Fig. 1: run 1, PDN straps and rails
Scale bar: 20 um. Pins as bars on the die edge.
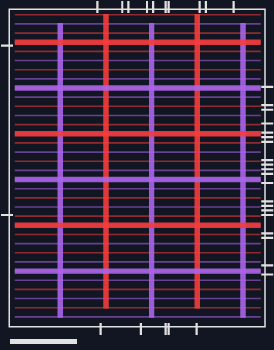
Fig. 2: run 1, cell classes on the final placement
Fill, decap, tap and diode cells in gray.
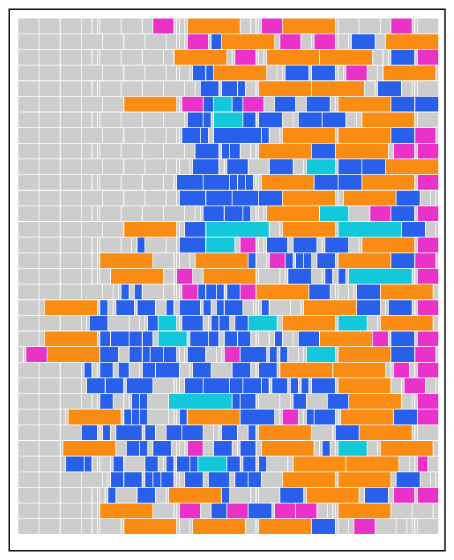
Fig. 3: run 1, routed clock nets over the placement
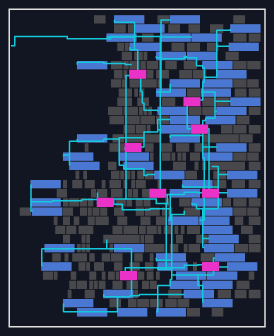
## src/rtl/seg7_scan_pkg.sv

```systemverilog
// Shared types and constants for the seven-segment scan multiplexer.
//   state_t    : scan FSM states (GUARD = all digits dark, SCAN = one digit lit)
//   SEG_LUT    : hex value -> active-high {g,f,e,d,c,b,a} segment pattern
//   cnt_width  : width of the dwell counter, large enough for the longer phase
package seg7_scan_pkg;

  typedef enum logic {GUARD = 1'b0, SCAN = 1'b1} state_t;

  // Entry 0 is the rightmost element, so the list reads F..0 from left to right.
  localparam logic [15:0][6:0] SEG_LUT = {
    7'h71, 7'h79, 7'h5E, 7'h39, 7'h7C, 7'h77, 7'h6F, 7'h7F,
    7'h07, 7'h7D, 7'h6D, 7'h66, 7'h4F, 7'h5B, 7'h06, 7'h3F
  };

  function automatic int cnt_width(input int scan_div, input int blank_cycles);
    return $clog2(((scan_div > blank_cycles) ? scan_div : blank_cycles) + 1);
  endfunction

endpackage

```

## src/rtl/seg7_hex_decode.sv

```systemverilog
// Combinational hex-to-seven-segment decoder.
//   value : 4-bit digit value (0..F)
//   blank : force all segments off
//   seg   : active-high segments {g,f,e,d,c,b,a}
module seg7_hex_decode
  import seg7_scan_pkg::*;
(
  input  logic [3:0] value,
  input  logic       blank,
  output logic [6:0] seg
);

  assign seg = blank ? 7'd0 : SEG_LUT[value];

endmodule

```

## src/rtl/seg7_scan_mux.sv

```systemverilog
// Time-multiplexed driver for a common-cathode seven-segment display.
// Each digit is lit for SCAN_DIV cycles, followed by BLANK_CYCLES with every
// digit dark to stop ghosting. Digit values are double-buffered: load fills a
// shadow copy, which moves into the displayed copy only at a frame boundary.
//
// Ports:
//   clk, rst_n  : clock, asynchronous active-low reset
//   ena         : scan enable; low freezes the scan and darkens the display
//   digits_in   : 4 bits per digit, digit 0 in [3:0]
//   dp_in       : decimal point per digit
//   load        : capture digits_in/dp_in into the shadow copy
//   segments    : active-high {g,f,e,d,c,b,a}
//   dp_out      : active-high decimal point
//   digit_sel   : one-hot active-high digit enable
//   frame_done  : pulses during the final guard cycle of each frame
//
// Build option: define LZ_BLANK_EN to suppress leading zeros (digit 0 is
// always shown; decimal points stay driven on suppressed digits).
module seg7_scan_mux
  import seg7_scan_pkg::*;
#(
  parameter int NUM_DIGITS   = 4,
  parameter int SCAN_DIV     = 250,
  parameter int BLANK_CYCLES = 8
) (
  input  logic                      clk,
  input  logic                      rst_n,
  input  logic                      ena,
  input  logic [4*NUM_DIGITS-1:0]   digits_in,
  input  logic [NUM_DIGITS-1:0]     dp_in,
  input  logic                      load,
  output logic [6:0]                segments,
  output logic                      dp_out,
  output logic [NUM_DIGITS-1:0]     digit_sel,
  output logic                      frame_done
);

  localparam int CW = cnt_width(SCAN_DIV, BLANK_CYCLES);
  localparam int IW = $clog2(NUM_DIGITS);

  localparam logic [CW-1:0] SCAN_LAST  = CW'(SCAN_DIV - 1);
  localparam logic [CW-1:0] BLANK_LAST = CW'(BLANK_CYCLES - 1);
  localparam logic [IW-1:0] IDX_LAST   = IW'(NUM_DIGITS - 1);

  state_t                       state, state_nxt;
  logic [CW-1:0]                cnt, cnt_nxt;
  logic [IW-1:0]                idx, idx_nxt;
  logic                         wrap;

  logic [NUM_DIGITS-1:0][3:0]   shadow_dig, active_dig, active_dig_nxt;
  logic [NUM_DIGITS-1:0]        shadow_dp, active_dp, active_dp_nxt;
  logic                         pending;

  logic [NUM_DIGITS-1:0]        lz_mask;
  logic [NUM_DIGITS-1:0]        sel_nxt;
  logic [6:0]                   seg_nxt;
  logic                         dp_nxt, fd_nxt, seg_blank;

  // ---------------------------------------------------------------- FSM state
  always_ff @(posedge clk or negedge rst_n) begin
    if (!rst_n) begin
      state <= GUARD;
      cnt   <= '0;
      idx   <= '0;
    end else begin
      state <= state_nxt;
      cnt   <= cnt_nxt;
      idx   <= idx_nxt;
    end
  end

  // The index advances on the way into GUARD, so each guard belongs to the
  // digit it precedes. That lets reset (GUARD, index 0) lead straight into
  // digit 0, and makes "guard ends with index 0" the frame boundary.
  always_comb begin
    state_nxt = state;
    cnt_nxt   = cnt;
    idx_nxt   = idx;
    wrap      = 1'b0;
    if (ena) begin
      unique case (state)
        SCAN: begin
          if (cnt == SCAN_LAST) begin
            state_nxt = GUARD;
            cnt_nxt   = '0;
            idx_nxt   = (idx == IDX_LAST) ? '0 : idx + IW'(1);
          end else begin
            cnt_nxt = cnt + CW'(1);
          end
        end
        GUARD: begin
          if (cnt == BLANK_LAST) begin
            state_nxt = SCAN;
            cnt_nxt   = '0;
            wrap      = (idx == '0);
          end else begin
            cnt_nxt = cnt + CW'(1);
          end
        end
        default: ;
      endcase
    end
  end

  // ------------------------------------------------------- display buffers
  // The transfer happens on the same edge that lights digit 0, so the decode
  // looks at the post-transfer value to show the new frame from its start.
  always_comb begin
    active_dig_nxt = active_dig;
    active_dp_nxt  = active_dp;
    if (wrap && pending) begin
      active_dig_nxt = shadow_dig;
      active_dp_nxt  = shadow_dp;
    end
  end

  always_ff @(posedge clk or negedge rst_n) begin
    if (!rst_n) begin
      shadow_dig <= '0;
      shadow_dp  <= '0;
      active_dig <= '0;
      active_dp  <= '0;
      pending    <= 1'b0;
    end else begin
      active_dig <= active_dig_nxt;
      active_dp  <= active_dp_nxt;
      // A load on the transfer edge keeps pending set: the value it brings
      // has not been shown yet.
      if (load) begin
        shadow_dig <= digits_in;
        shadow_dp  <= dp_in;
        pending    <= 1'b1;
      end else if (wrap) begin
        pending    <= 1'b0;
      end
    end
  end

  // ------------------------------------------------- leading-zero suppression
`ifdef LZ_BLANK_EN
  logic zero_run;
  always_comb begin
    lz_mask  = '0;
    zero_run = 1'b1;
    for (int i = NUM_DIGITS - 1; i >= 1; i--) begin
      zero_run   = zero_run & (active_dig_nxt[i] == 4'd0);
      lz_mask[i] = zero_run;
    end
  end
`else
  assign lz_mask = '0;
`endif

  // ------------------------------------------------------------ outputs
  // Outputs are registered from the next state so digit_sel lines up with
  // the FSM phase rather than trailing it by a cycle.
  always_comb begin
    sel_nxt   = '0;
    dp_nxt    = 1'b0;
    seg_blank = 1'b1;
    fd_nxt    = frame_done;
    if (ena) begin
      fd_nxt = (state_nxt == GUARD) && (cnt_nxt == BLANK_LAST) && (idx_nxt == '0);
      if (state_nxt == SCAN) begin
        sel_nxt   = NUM_DIGITS'(1) << idx_nxt;
        dp_nxt    = active_dp_nxt[idx_nxt];
        seg_blank = lz_mask[idx_nxt];
      end
    end
  end

  seg7_hex_decode u_dec (
    .value (active_dig_nxt[idx_nxt]),
    .blank (seg_blank),
    .seg   (seg_nxt)
  );

  always_ff @(posedge clk or negedge rst_n) begin
    if (!rst_n) begin
      digit_sel  <= '0;
      segments   <= '0;
      dp_out     <= 1'b0;
      frame_done <= 1'b0;
    end else begin
      digit_sel  <= sel_nxt;
      segments   <= seg_nxt;
      dp_out     <= dp_nxt;
      frame_done <= fd_nxt;
    end
  end

endmodule

```

## config.mk

```make
export PLATFORM = sky130hd
export DESIGN_NAME = seg7_scan_mux
export DESIGN_NICKNAME = d
export VERILOG_FILES = /design/src/rtl/seg7_scan_pkg.sv /design/src/rtl/seg7_hex_decode.sv /design/src/rtl/seg7_scan_mux.sv
export SDC_FILE = /design/constraint.sdc
export NUM_CORES = 1
export LEC_CHECK = 0
export CAP_MARGIN = 20
export CORE_ASPECT_RATIO = 1.25
export CORE_UTILIZATION = 47
export DETAILED_ROUTE_END_ITERATION = 6
export PLACE_DENSITY = 0.79
export SYNTH_ARGS = -nofsm -noshare
export SYNTH_HDL_FRONTEND = slang
export SYNTH_SLANG_ARGS = --single-unit
```

## constraint.sdc

```tcl
create_clock -name clk -period 3.6 [get_ports clk]
set_input_delay 0.54 -clock clk [delete_from_list [all_inputs] [get_ports clk]]
set_output_delay 0.54 -clock clk [all_outputs]
set_load 0.005 [all_outputs]
```

==> out/qor_table.md, run 1 <==
| Parameter | Reported | Unit |
| --- | --- | --- |
| Wirelength per Cell | 16.0 | um |
| Family of cells with the greatest summed delay on the critical path | multiplexers | - |
| Cell total in the yosys stat output | 269 | - |
| Prevailing post-synth register cell | sky130_fd_sc_hd__dfrtp_1 | - |
| Number of nets with antenna violations after routing | 0 | - |
| Worst reg-to-reg setup slack | 0.22 | ns |
| Post-layout total power | 2.10 | mW |
| GR Overflow Total | 0 | - |
| Seq cells post-synth | 65 | - |
| Post-synthesis adder-cell area fraction | 3.94 | % |
| AND-OR/OR-AND Cells, Area Fraction | 7.17 | % |
| Buffer type at the clock tree root | sky130_fd_sc_hd__clkbuf_8 | - |
| Crit path cell chain | or4_4, nor3_4, buf_4, buf_4, mux2_2, mux2_2, mux2i_1, nor2_1, a221oi_1 | - |
| Count of mapped cells out of synthesis | 269 | - |
| Library cell with the highest instance count after synthesis | sky130_fd_sc_hd__dfrtp_1 | - |
| Reg clk slew, reported paths | 0.07 | ns |
| Worst Path Max Fanout | 9 | - |
| Vias in the first global route | 2230 | - |
| Number of flops mapped to enable cells by yosys | 0 | - |
| Total routed wire length on the met1 layer | 2860 | um |
| Post-Place Cell Area | 3640 | um^2 |
| Vertical extent of the die | 93.9 | um |
| Hold buffers post-CTS | 0 | - |
| Worst reg-to-reg path cell count | 9 | - |
| Final count of hold timing violations | 0 | - |
| Initial DRT Pass Iterations | 4 | - |
| Maximum number of pins on one net before global-route repair | 45 | - |
| Combinational gate area | 1420 | um^2 |
| Delay of the slowest critical-path stage | 0.61 | ns |
| Ratio of cells with drive above 1 in the final layout | 23.1 | % |
| Die X-Extent | 75.5 | um |
| Iteration-0 DRC count of the detailed router | 77 | - |
| Tally of max-capacitance violations | 0 | - |
| Minimum setup slack in the final design | 0.223 | ns |
| Syn Area/Cell | 11.8 | um^2 |
| Slowest stage cell, crit path | sky130_fd_sc_hd__or4_4 | - |
| CP Launch Point | cnt[4]$_DFF_PN0_ | - |
| Main area contributors | sky130_fd_sc_hd__dfrtp_1, sky130_fd_sc_hd__mux2_2, sky130_fd_sc_hd__ha_1, sky130_fd_sc_hd__nor2_1, sky130_fd_sc_hd__mux2i_1 | - |
| Vias after detailed routing | 2169 | - |
| Placed instance count | 391 | - |
| Floorplan Utilization | 48.4 | % |
| Diodes inserted | 0 | - |
| Buffer depth of the longest clock path | 2 | - |
| Post-synthesis chip area from yosys | 3180 | um^2 |
| Met2 layer usage reported by global route | 35.3 | % |
| CTS H-tree lvls | 3 | - |
| Remaining design rule violation count | 0 | - |
| Global-route wire length before repair | 10600 | um |
| Number of antenna violations at the first check in global routing | 0 | - |
| Count of buffers added by post-CTS timing repair for setup | 0 | - |
| Final-layout fill cell count | 509 | - |
| PortBufs | 36 | - |
| Highest-count logic cell in the final layout | sky130_fd_sc_hd__dfrtp_1 | - |
| Buffers & Inverters on Critical Path | 2 | - |
| Sinks on Clock Net | 65 | - |
| Met1 Track Usage GR | 23.3 | % |
| Top logic cells by instance count in the layout | sky130_fd_sc_hd__dfrtp_1, sky130_fd_sc_hd__mux2_2, sky130_fd_sc_hd__clkdlybuf4s50_1, sky130_fd_sc_hd__nor2_1, sky130_fd_sc_hd__inv_1 | - |
| Fraction of registers with async set/reset | 100 | % |
| Library cell occupying the most area in the post-synthesis netlist | sky130_fd_sc_hd__dfrtp_1 | - |
| Result of the run | completed | - |
| Power per Cell Area | 536 | nW/um^2 |
| Total half-perimeter wirelength after legalization and detailed placement | 4580 | um |
| Layout Cells excl Fill | 407 | - |
| Hold/Removal Path Class | primary input to asynchronous set/reset pin | - |
| Largest registers | active_dig: 16 flops, shadow_dig: 16 flops, cnt: 8 flops | - |
| Post-layout nets | 349 | - |
| Insertion delay at the late pin of the worst-skew pair | 0.34 | ns |
| End point of the critical path | segments[6]$_DFF_PN0_ | - |
| Number of rows created at floorplan | 33 | - |
| Setup repair after global routing missed its margin | false | - |
| Simple-gate portion of the synthesized area | 13.2 | % |
## Picture notes: Fig. 1
- purple: VSS
- red: VDD
- met4 straps: 5
- signal pins: 37

## Picture notes: Fig. 2
- orange: flip-flops (cells 65)
- magenta: other buffers and delay cells (cells 46)
- cyan: clock drivers and dummy loads (cells 16)
- blue: all other logic (cells 193)

## Picture notes: Fig. 3
- blue: flip-flops (count 65)
- magenta: cells driving clock nets (count 9)
- cyan: clock wires (length 863 um)
- routed clock nets: 10

==> run 1: kinds of logic (layout without fill, tap and decap cells) <==
kind of cell | after synthesis | count (layout)
fa+ha+maj | 10 | 10
simple gates | 79 | 79
xor+xnor | 9 | 9
mux | 51 | 51
buf+inv | 25 | 76
flops | 65 | 65
compound gates | 30 | 30
==> run 1: cell type report <==
cell class,instances,share of cell area (%)
Clock inverter,6,3.51
Tap cell,87,2.78
Inverter,14,1.34
Multi-Input combinational cell,179,36.3
Timing Repair Buffer,46,11.0
Sequential cell,65,41.5
Clock buffer,10,3.51
==> run 1: where the power goes <==
group / switching, mW / internal (mW) / total, mW
sequential: 0.0918 / 0.813 / 0.905
clock: 0.296 / 0.553 / 0.849
combinational: 0.167 / 0.177 / 0.344
Fig. 4: run 1, metal layers overlaid
Scale bar: 20 um. Two of the layers only.
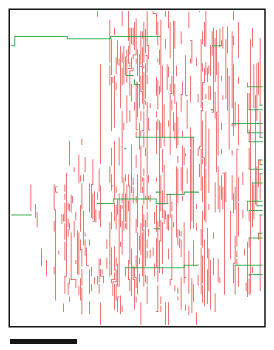

--- run 2 (diff from run 1) ---
SYNTH_HIERARCHICAL = 1   (was not set)
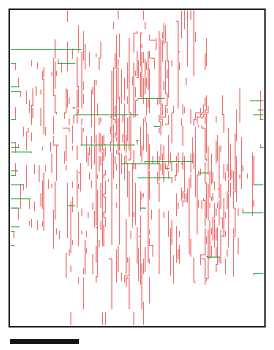
Fig. 5. Metal layers overlaid (run 2).
Scale bar: 20 um. Two of the layers only.
- red: met2 (wire length 2650 um)
- green: met3 (wire length 166 um)
Wirelength per Cell: 14.0 um
vias after detailed routing: 2021

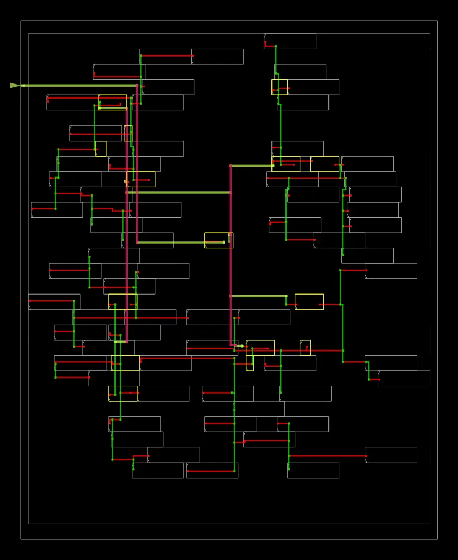
Fig. 6. Clock wiring as the flow saved it (run 2).
Worst Skew: 0.0123 ns
number of clock buffers in the layout: 12
Sinks on Clock Net: 65
Clock Power: 0.516 mW

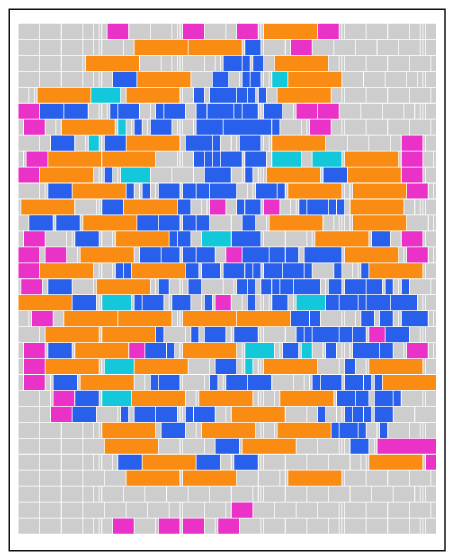
Fig. 7. Cell classes on the final placement (run 2).
Fill, decap, tap and diode cells in gray.
- magenta: other buffers and delay cells (cells 43)
- cyan: clock drivers and dummy loads (cells 15)
- orange: flip-flops (cells 65)
- blue: all other logic (cells 179)
share of the final layout cell area in sequential cells: 44.3%
CORE AREA: 6210 um^2
design area: 3670 um^2
core utilization of the finished layout: 59.1%

==> out/qor_table.md, run 2 <==
| Parameter | Reported | Unit |
| --- | --- | --- |
| Result of the run | completed | - |
| Count of buffers added by post-CTS timing repair for setup | 0 | - |
| Minimum setup slack in the final design | 0.362 | ns |
| Largest power group | sequential cells | - |
| Buffer depth of the longest clock path | 2 | - |
| Buffers & Inverters on Critical Path | 4 | - |
| Floorplan Utilization | 49.1 | % |
| Crit path cell chain | clkdlybuf4s50_1, buf_4, and4b_1, a31oi_1, a2bb2oi_1, o22ai_1, or2_1, inv_1, ha_1, inv_1, mux4_2, nor2_1 | - |
| Post-layout total power | 1.71 | mW |
| Hold/Removal Path Class | primary input to asynchronous set/reset pin | - |
| Number of flops mapped to enable cells by yosys | 0 | - |
| Library cell with the highest instance count after synthesis | sky130_fd_sc_hd__dfrtp_1 | - |
| Number of rows created at floorplan | 32 | - |
| Setup repair after global routing missed its margin | false | - |
| PortBufs | 36 | - |
| Tally of max-capacitance violations | 0 | - |
| CP Launch Point | ena | - |
| AND-OR/OR-AND Cells, Area Fraction | 7.26 | % |
| Vertical extent of the die | 92.1 | um |
| Switching Fraction | 27.5 | % |
| GR Overflow Total | 0 | - |
| Vias in the first global route | 2078 | - |
| Count of mapped cells out of synthesis | 254 | - |
| Global-route wire length before repair | 9720 | um |
| Final count of hold timing violations | 0 | - |
| Top logic cells by instance count in the layout | sky130_fd_sc_hd__dfrtp_1, sky130_fd_sc_hd__clkdlybuf4s50_1, sky130_fd_sc_hd__inv_1, sky130_fd_sc_hd__mux2i_1, sky130_fd_sc_hd__mux2_2 | - |
| Combinational power | 0.305 | mW |
| CTS H-tree lvls | 3 | - |
| Fraction of power consumed by sequential logic | 52.0 | % |
| Remaining design rule violation count | 0 | - |
| Post-Place Cell Area | 3480 | um^2 |
| Worst reg-to-reg path cell count | 12 | - |
| Placed instance count | 371 | - |
| Clock network fraction of total power | 30.2 | % |
| Switching power summed over all nets | 0.470 | mW |
| Combinational gate area | 1240 | um^2 |
| Post-synthesis adder-cell area fraction | 4.10 | % |
| Maximum number of pins on one net before global-route repair | 46 | - |
-- run 2: cell types whose count changed after synthesis, sizes merged, moves of 4 or more --
cell,previous run,this run
nor4,4,0
nand2,12,8
mux2i,10,25
mux2,40,22
inv,14,27
nor2,29,21
clkbuf,6,2
o22ai,1,6
-- run 2: area by class of cell --
type | count | share of cell area, %
Clock inverter | 3 | 0.477
Sequential cell | 65 | 44.3
Multi-Input combinational cell | 152 | 33.9
Inverter | 27 | 2.76
Timing Repair Buffer | 43 | 11.7
Tap cell | 85 | 2.90
Clock buffer | 12 | 3.96
-- run 2: per-layer routing --
layer	routed length, um	GRT usage, %	up-vias
met5	0	0	-
met4	137	9.46	0
met3	165	4.18	15
met2	2650	29.8	40
met1	2470	24.6	1000
li1	-	-	966
Power figures rest on the tool's default switching activity, not on a simulated workload.
